==> config.mk <==
export PLATFORM = sky130hd
export DESIGN_NAME = alu_exec_seq_flat
export DESIGN_NICKNAME = d
export VERILOG_FILES = /design/src/rtl/alu_exec_seq_if.sv /design/src/rtl/alu_exec_seq.sv /design/src/flat_wrapper.sv
export SDC_FILE = /design/constraint.sdc
export NUM_CORES = 1
export LEC_CHECK = 0
export CORE_UTILIZATION = 25
export DETAILED_ROUTE_END_ITERATION = 10
export SKIP_CTS_REPAIR_TIMING = 1
export SYNTH_ARGS = -nofsm -noshare
export SYNTH_HDL_FRONTEND = slang
export SYNTH_SLANG_ARGS = --single-unit
==> constraint.sdc <==
create_clock -name clk -period 12.05 [get_ports clk]
set_input_delay 1.205 -clock clk [delete_from_list [all_inputs] [get_ports clk]]
set_output_delay 1.205 -clock clk [all_outputs]
set_load 0.1 [all_outputs]
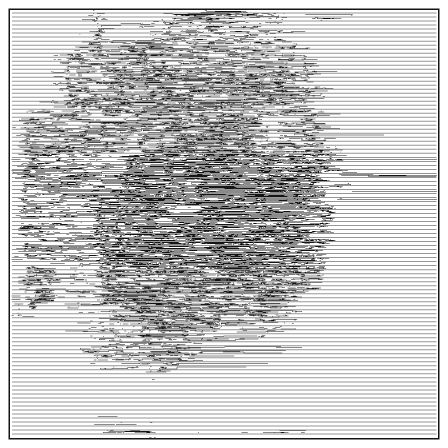
**Above:** M1 wires.
Supply wires on this layer in gray.
The layer carries 37.2 mm of wire. The longest straight run is 74.5 µm.
grt met1 use: 0.281
overall routed net length: 88300 µm
routed vias: 20392

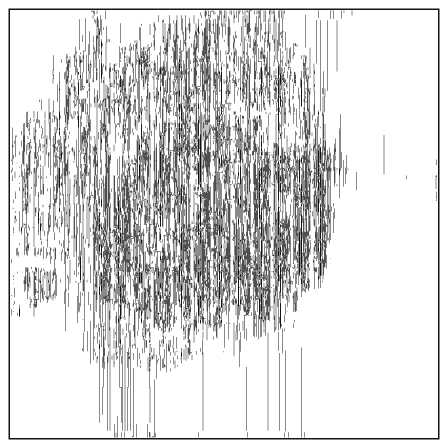
**Above:** M2 wires.
The layer holds 43% of the routed length. The longest straight run is 82.2 µm. 2168 nets have wire on it. The wires run mostly vertical. The layer carries 37.9 mm of wire.
met2 global-route usage: 0.310

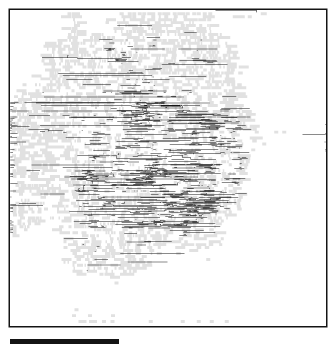
**Above:** the metal 3 layer.
Scale bar: 100 µm. Cells faint in the background.
The longest straight run is 128 µm. 396 nets have wire on it. The wires run mostly horizontal. The layer holds 10% of the routed length. The layer carries 9090 µm of wire.
GR Layer Usage met3: 0.0437

==> ci_impl_report.md <==
## Synthesis and layout report

| Metric | Value |
|---|---|
| Critical-path top delay cell | buf_4 |
| Clock Skew | 35.6 ps |
| R2R cell count | 13 |
| Synth Warn # | 0 |
| Cell area leaders | dfrtp_1 (25%), ha_1 (9.1%), mux2i_1 (5.6%) |
| Routed len/inst | 24.9 µm |
| Metal-1 WL | 37200 µm |
| Commonest Layout Cell | nand2_1 |
| Site Rows | 105 |
| Top layer in use | met4 |
| Cells in synth_stat.txt | 2454 |
| Status | finished, final reports clean |
| Hold crit path type | flip-flop to flip-flop |
| First-pass GRT wire length | 132000 µm |
| Commonest cells in the netlist | nand2_1 (278), dfrtp_1 (211), o21ai_0 (197) |
| Wire length on met2 | 37900 µm |
| Largest net degree at the start of global routing | 116 |
| Worst Hold Depth | 2 |
| DR vias/cell | 5.75 |
| Final hold viol count | 0 |
| Crit end category | flip-flop |
| Vias in the first global route | 19370 |
| Syn-to-layout area delta | 14.3% |
| Antenna-violating nets left | 0 |
| Die width | 290 µm |
| CP Buf/Inv Count | 2 |
| Period utilization | 0.430 |
| Clk latency late pin | 580 ps |
| # diodes | 0 |
| Ys flop type | dfrtp_1 |
| Die area | 84300 µm² |
| CTS H-tree depth | 1 |
| Synth area leader | dfrtp_1 |
| Synth cell types | 94 |
[area by class of cell]
| class | instances | area, µm² | share of cell area |
|---|---|---|---|
| Sequential cell | 212 | 5320 | 0.224 |
| Clock inverter | 10 | 131 | 0.00553 |
| Timing Repair Buffer | 164 | 1530 | 0.0646 |
| Multi-Input combinational cell | 1937 | 14300 | 0.600 |
| Clock buffer | 37 | 742 | 0.0312 |
| Inverter | 119 | 447 | 0.0188 |
| Tap cell | 1070 | 1340 | 0.0563 |
[cell families (layout without fill, tap and decap cells)]
family | after synthesis | in the layout | share of synthesized area
fa+ha+maj | 154 | 154 | 0.0937
flops | 212 | 212 | 0.255
compound gates | 753 | 753 | 0.243
simple gates | 718 | 718 | 0.162
mux | 268 | 268 | 0.165
xor+xnor | 44 | 44 | 0.0185
buf+inv | 305 | 330 | 0.0622
[tightest hold or removal path, cell delays in order, from the launching register on]
cell	delay [ps]
dfrtp_1	340
nand2_1	50
nand2_1	50
[metrics by stage]
step	worst slack [ps]	utilization
after detailed placement	6290	0.278
after floorplan	7350	-
after global routing	6510	0.289
after global placement	6400	0.278
final	6870	0.289
after CTS	6890	0.289
[metal layers]
| layer | global-route usage | vias up |
|---|---|---|
| li1 | - | 9088 |
| met1 | 0.281 | 9869 |
| met2 | 0.310 | 1205 |
| met3 | 0.0437 | 230 |
| met4 | 0.0825 | 0 |
| met5 | 0 | - |
